File: config.mk
export PLATFORM = sky130hd
export DESIGN_NAME = bram_port_arbiter_flat
export DESIGN_NICKNAME = d
export VERILOG_FILES = /design/src/rtl/bram_arb_pkg.sv /design/src/rtl/bram_port_arbiter_if.sv /design/src/rtl/rr_arbiter.sv /design/src/rtl/bram_port_arbiter.sv /design/src/flat_wrapper.sv
export SDC_FILE = /design/constraint.sdc
export NUM_CORES = 1
export LEC_CHECK = 0
export ABC_AREA = 0
export CAP_MARGIN = 5
export CORE_UTILIZATION = 30
export CTS_CLUSTER_SIZE = 8
export DETAILED_ROUTE_END_ITERATION = 6
export PLACE_DENSITY = 0.79
export SETUP_SLACK_MARGIN = 0.05
export SYNTH_ARGS = -nofsm -noshare
export SYNTH_HDL_FRONTEND = slang
export SYNTH_SLANG_ARGS = --single-unit
File: constraint.sdc
create_clock -name clk_i -period 2.3 [get_ports clk_i]
set_input_delay 0.345 -clock clk_i [delete_from_list [all_inputs] [get_ports clk_i]]
set_output_delay 0.345 -clock clk_i [all_outputs]
set_load 0.05 [all_outputs]
File: src/rtl/bram_arb_pkg.sv
// Shared types for the BRAM port arbiter: requester index width and the
// per-stage record that follows each accepted access to its response.
package bram_arb_pkg;

    localparam int MaxReq      = 8;
    localparam int ReqIdxWidth = $clog2(MaxReq);

    typedef logic [ReqIdxWidth-1:0] req_idx_t;

    // One in-flight access: whether the slot is occupied, who issued it,
    // and whether it was out of range (no BRAM access made).
    typedef struct packed {
        logic     valid;
        req_idx_t idx;
        logic     err;
    } inflight_t;

endpackage

File: src/rtl/bram_port_arbiter_if.sv
// Requester-side bundle of the BRAM port arbiter.
// Optional feature macro: BRAM_ARB_LOCK_EN adds the req_lock_i vector.
//
// Handshake: requester i transfers on a rising edge where req_valid_i[i] and
// req_ready_o[i] are both high. req_ready_o is one-hot (or zero) and may only
// be high for a requester whose valid is high. A requester keeps valid and its
// payload stable until it sees ready. Responses have no backpressure:
// rsp_valid_o[i] pulses for one cycle, with rsp_data_o/rsp_err_o valid in
// that same cycle.
interface bram_port_arbiter_if #(
    parameter int NumReq    = 4,
    parameter int DataWidth = 8,
    parameter int AddrWidth = 11
);
    logic [NumReq-1:0]                req_valid_i;
    logic [NumReq-1:0]                req_ready_o;
    logic [NumReq-1:0]                req_write_en_i;
    logic [NumReq-1:0][AddrWidth-1:0] req_addr_i;
    logic [NumReq-1:0][DataWidth-1:0] req_data_i;
`ifdef BRAM_ARB_LOCK_EN
    logic [NumReq-1:0]                req_lock_i;
`endif
    logic [NumReq-1:0]                rsp_valid_o;
    logic [DataWidth-1:0]             rsp_data_o;
    logic                             rsp_err_o;

    modport master (
        output req_valid_i, req_write_en_i, req_addr_i, req_data_i,
`ifdef BRAM_ARB_LOCK_EN
        output req_lock_i,
`endif
        input  req_ready_o, rsp_valid_o, rsp_data_o, rsp_err_o
    );

    modport slave (
        input  req_valid_i, req_write_en_i, req_addr_i, req_data_i,
`ifdef BRAM_ARB_LOCK_EN
        input  req_lock_i,
`endif
        output req_ready_o, rsp_valid_o, rsp_data_o, rsp_err_o
    );
endinterface

File: src/rtl/rr_arbiter.sv
// Combinational round-robin pick: the first valid requester at or after the
// pointer (wrapping) wins. Outputs a one-hot grant and its index.
module rr_arbiter
    import bram_arb_pkg::*;
#(
    parameter int NumReq = 4
) (
    input  logic [NumReq-1:0] valid_i,
    input  req_idx_t          ptr_i,
    output logic [NumReq-1:0] grant_o,
    output req_idx_t          grant_idx_o
);

    // Scan offsets from the pointer; the first hit wins.
    always_comb begin
        logic found;
        int   pos;
        grant_o     = '0;
        grant_idx_o = '0;
        found       = 1'b0;
        for (int off = 0; off < NumReq; off++) begin
            pos = int'(ptr_i) + off;
            if (pos >= NumReq) begin
                pos = pos - NumReq;
            end
            for (int k = 0; k < NumReq; k++) begin
                if (!found && (k == pos) && valid_i[k]) begin
                    found       = 1'b1;
                    grant_o[k]  = 1'b1;
                    grant_idx_o = req_idx_t'(k);
                end
            end
        end
    end

endmodule

File: src/rtl/bram_port_arbiter.sv
// Shares one single-port BRAM among NumReq requesters with round-robin
// arbitration. Accepted accesses drive the BRAM one cycle later and their
// response (read data, write echo, or range error) appears one cycle after
// that. Optional feature macro: BRAM_ARB_LOCK_EN lets a requester hold the
// priority pointer across consecutive transfers.
module bram_port_arbiter
    import bram_arb_pkg::*;
#(
    parameter int  NumReq    = 4,
    parameter int  DataWidth = 8,
    parameter int  Depth     = 1024,
    localparam int AddrWidth = $clog2(Depth) + 1
) (
    input  logic                 clk_i,
    input  logic                 rst_ni,
    bram_port_arbiter_if.slave   req_if,
    output logic                 mem_write_en_o,
    output logic [AddrWidth-1:0] mem_addr_o,
    output logic [DataWidth-1:0] mem_data_o,
    input  logic [DataWidth-1:0] mem_data_i
);

    req_idx_t             ptr_q;
    req_idx_t             ptr_next;
    req_idx_t             grant_idx;
    logic [NumReq-1:0]    grant;
    logic                 fire;
    logic                 sel_write;
    logic                 sel_lock;
    logic                 sel_oor;
    logic [AddrWidth-1:0] sel_addr;
    logic [DataWidth-1:0] sel_data;
    inflight_t            s1_q;
    inflight_t            s2_q;

    rr_arbiter #(.NumReq(NumReq)) u_rr_arbiter (
        .valid_i     (req_if.req_valid_i),
        .ptr_i       (ptr_q),
        .grant_o     (grant),
        .grant_idx_o (grant_idx)
    );

    // Ready is held low while reset is asserted so nothing can transfer.
    assign req_if.req_ready_o = rst_ni ? grant : '0;
    assign fire               = rst_ni & (|grant);

    // Mux the winner's command and work out where the pointer goes next.
    always_comb begin
        sel_write = 1'b0;
        sel_lock  = 1'b0;
        sel_addr  = '0;
        sel_data  = '0;
        for (int i = 0; i < NumReq; i++) begin
            if (grant[i]) begin
                sel_write = req_if.req_write_en_i[i];
                sel_addr  = req_if.req_addr_i[i];
                sel_data  = req_if.req_data_i[i];
`ifdef BRAM_ARB_LOCK_EN
                sel_lock  = req_if.req_lock_i[i];
`endif
            end
        end
        sel_oor = (sel_addr >= AddrWidth'(Depth));
        if (grant_idx == req_idx_t'(NumReq - 1)) begin
            ptr_next = '0;
        end else begin
            ptr_next = grant_idx + 1'b1;
        end
        // A locked transfer keeps priority on the same requester.
        if (sel_lock) begin
            ptr_next = grant_idx;
        end
    end

    // Pointer, BRAM drive registers and the two-stage in-flight pipeline.
    always_ff @(posedge clk_i or negedge rst_ni) begin
        if (!rst_ni) begin
            ptr_q          <= '0;
            mem_write_en_o <= 1'b0;
            mem_addr_o     <= '0;
            mem_data_o     <= '0;
            s1_q           <= '0;
            s2_q           <= '0;
        end else begin
            s2_q           <= s1_q;
            s1_q.valid     <= fire;
            s1_q.idx       <= grant_idx;
            s1_q.err       <= fire & sel_oor;
            mem_write_en_o <= fire & sel_write & ~sel_oor;
            if (fire) begin
                ptr_q <= ptr_next;
                if (sel_oor) begin
                    mem_addr_o <= '0;
                end else begin
                    mem_addr_o <= sel_addr;
                    mem_data_o <= sel_data;
                end
            end
        end
    end

    // Response strobe goes to the requester recorded two stages back.
    always_comb begin
        req_if.rsp_valid_o = '0;
        for (int i = 0; i < NumReq; i++) begin
            if (s2_q.valid && (s2_q.idx == req_idx_t'(i))) begin
                req_if.rsp_valid_o[i] = 1'b1;
            end
        end
    end

    assign req_if.rsp_err_o  = s2_q.valid & s2_q.err;
    assign req_if.rsp_data_o = (s2_q.valid && !s2_q.err) ? mem_data_i : '0;

endmodule

File: src/flat_wrapper.sv
// flat-port wrapper written by rule: the top's interface ports become plain ports
module bram_port_arbiter_flat import bram_arb_pkg::*;
#(
    parameter int  NumReq    = 4,
    parameter int  DataWidth = 8,
    parameter int  Depth     = 1024,
    localparam int AddrWidth = $clog2(Depth) + 1
)
  (clk_i, rst_ni, mem_write_en_o, mem_addr_o, mem_data_o, mem_data_i, req_if_req_valid_i, req_if_req_write_en_i, req_if_req_addr_i, req_if_req_data_i, req_if_req_ready_o, req_if_rsp_valid_o, req_if_rsp_data_o, req_if_rsp_err_o);
  bram_port_arbiter_if #(.NumReq(NumReq), .DataWidth(DataWidth), .AddrWidth((11))) req_if_i ();
  input  logic clk_i;
  input  logic rst_ni;
  output logic mem_write_en_o;
  output logic [AddrWidth-1:0] mem_addr_o;
  output logic [DataWidth-1:0] mem_data_o;
  input  logic [DataWidth-1:0] mem_data_i;
  input wire logic [$bits(req_if_i.req_valid_i)-1:0] req_if_req_valid_i;
  input wire logic [$bits(req_if_i.req_write_en_i)-1:0] req_if_req_write_en_i;
  input wire logic [$bits(req_if_i.req_addr_i)-1:0] req_if_req_addr_i;
  input wire logic [$bits(req_if_i.req_data_i)-1:0] req_if_req_data_i;
  output wire logic [$bits(req_if_i.req_ready_o)-1:0] req_if_req_ready_o;
  output wire logic [$bits(req_if_i.rsp_valid_o)-1:0] req_if_rsp_valid_o;
  output wire logic [$bits(req_if_i.rsp_data_o)-1:0] req_if_rsp_data_o;
  output wire logic [$bits(req_if_i.rsp_err_o)-1:0] req_if_rsp_err_o;
  assign req_if_i.req_valid_i = req_if_req_valid_i;
  assign req_if_i.req_write_en_i = req_if_req_write_en_i;
  assign req_if_i.req_addr_i = req_if_req_addr_i;
  assign req_if_i.req_data_i = req_if_req_data_i;
  assign req_if_req_ready_o = req_if_i.req_ready_o;
  assign req_if_rsp_valid_o = req_if_i.rsp_valid_o;
  assign req_if_rsp_data_o = req_if_i.rsp_data_o;
  assign req_if_rsp_err_o = req_if_i.rsp_err_o;
  bram_port_arbiter #(.NumReq(NumReq), .DataWidth(DataWidth), .Depth(Depth)) u_core (.clk_i(clk_i), .rst_ni(rst_ni), .req_if(req_if_i), .mem_write_en_o(mem_write_en_o), .mem_addr_o(mem_addr_o), .mem_data_o(mem_data_o), .mem_data_i(mem_data_i));
endmodule
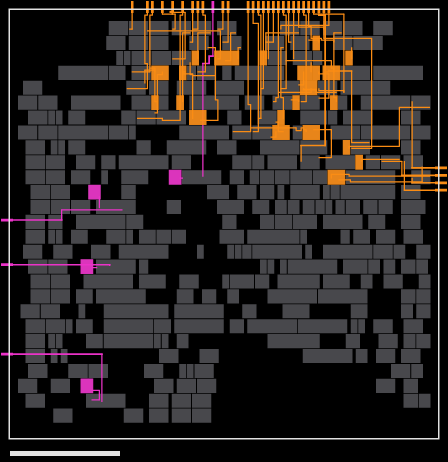
(wires at chosen ports, followed through buffers)
The bar under the picture is 20 microns long.
`req_if_req_data_i` -> orange  # direction input, end cells 24, buffers 32, wire 762 microns
`req_if_req_ready_o` -> magenta  # direction output, end cells 4, buffers 4, wire 105 microns
input/output buffers: 130
I/O Pins: 131

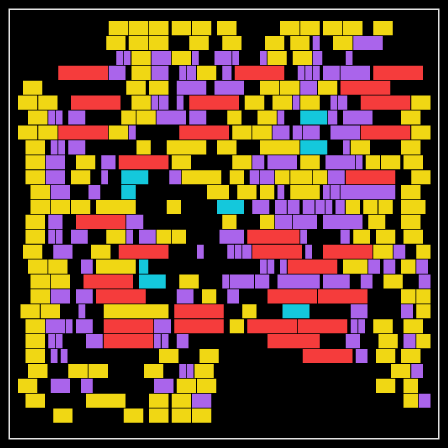
(placed cells, one color a class)
remaining buffers and delay cells -> yellow  # cells 155, share of their area 46%
sequential cells -> red  # cells 30, share of their area 22%
clock drivers and dummy loads -> cyan  # cells 8, share of their area 2.8%
remaining logic cells -> purple  # cells 138, share of their area 29%

==> layout make-up <==
type / count / area, sq um / share of cell area, %
inverter: 4 / 15.0 / 0.430
clock inverter: 2 / 12.5 / 0.359
clock buffer: 6 / 82.6 / 2.37
tap: 72 / 90.1 / 2.58
multi-input combinational: 134 / 958 / 27.5
timing repair buffer: 155 / 1580 / 45.2
sequential: 30 / 753 / 21.6
==> synthesized netlist by cell type, drive strengths merged, types with 2 or more instances <==
master | n | area [sq um]
nand2 | 31 | 116
mux2 | 8 | 120
a21oi | 2 | 10.0
dfrtp | 30 | 751
a221oi | 10 | 93.8
buf | 3 | 30.0
inv | 4 | 15.0
nor2b | 2 | 12.5
nor2 | 18 | 70.1
a222oi | 10 | 100
a22o | 10 | 87.6
and3 | 2 | 12.5
and2 | 14 | 87.6
clkbuf | 8 | 30.0
o31ai | 2 | 20.0
o21ai | 11 | 55.1
==> worst paths after layout <==
kind	startpoint	to	slack, ns	cells after the start
setup / recovery	u_core.ptr_q[1]$_DFFE_PN0P_	req_if_req_ready_o[0]	0.13	6
hold / removal	u_core.s1_q[2]$_DFF_PN0_	u_core.s2_q[2]$_DFF_PN0_	0.35	0
setup reg to reg	u_core.ptr_q[1]$_DFFE_PN0P_	u_core.mem_data_o[1]$_DFFE_PN0P_	0.22	7
hold reg to reg	u_core.s1_q[2]$_DFF_PN0_	u_core.s2_q[2]$_DFF_PN0_	0.35	0
max in group asynchronous	rst_ni	u_core.mem_addr_o[2]$_DFFE_PN0P_	1.17	4
min in group asynchronous	rst_ni	u_core.mem_addr_o[0]$_DFFE_PN0P_	0.49	2
==> power breakdown <==
part           internal (W)  switching [W]
Clock              0.000240       0.000206
Sequential         0.000721       0.000132
Combinational      0.000994        0.00119
Total               0.00196        0.00153
==> CHANGELOG.md <==
## Flow update

- Status: completed
- Primary FF master, synth: dfrtp_1
- RSZ-0062 raised after global routing: false
- Registers, synthesis: 30
- Syn_nets: between 200 and 300
- YS chip area: 1740 sq um
- Critical Path AT: around 1.8 ns
- Count of TritonRoute iterations in the first routing pass: 5
- Crit path capture type: primary output
- Max-cap violations: 0
- Initial DRC count: 167
- Fin. max-slew vios: 0
- Ao+oa area frac: about a quarter
- Crit Path Category: flip-flop to primary output
- Antenna diodes: 0
- Final net count: between 400 and 500
- Slew headroom: 64.9%
- Critical Path Max Stage Delay: ~0.45 ns
- Chip width: just under 80 microns
- Overall power: 0.00348 W
- Fmax: 460 MHz
- Fraction of registers with async set/reset: 100%
- Largest net degree at the start of global routing: 16
- Post_cts resized: 8
- Fin area: approximately 3500 sq um
- Endpoints failing setup: 0
- Syn. warnings: 0
- Fin Hold WS: around 0.35 ns
- WL met2: just over 3000 microns
- Cell count after placement: 392
- CTS Hold Bufs: 1
- CP max-delay cell: dfrtp_2
- Number of global-route vias before repair: around 2000
- Grt total ovfl: 0
- Crit path launch type: flip-flop
- M1 GR Usage: about a quarter
- Cell area power density: about 1000 nW/um^2
- Number of enable flip-flop cells: 0
- Syn_area_per_cell: ~10 sq um
- Vias after detailed routing: between 2000 and 2500
- Via density: just over 5
- Filler cells: between 400 and 500
- Setup WS post-layout: 0.126 ns
- Met2 usage: a little over a third
- Met3 routed WL: approximately 540 microns
- Placed Area: approximately 3300 sq um
Power is estimated from default activity; no workload was simulated.
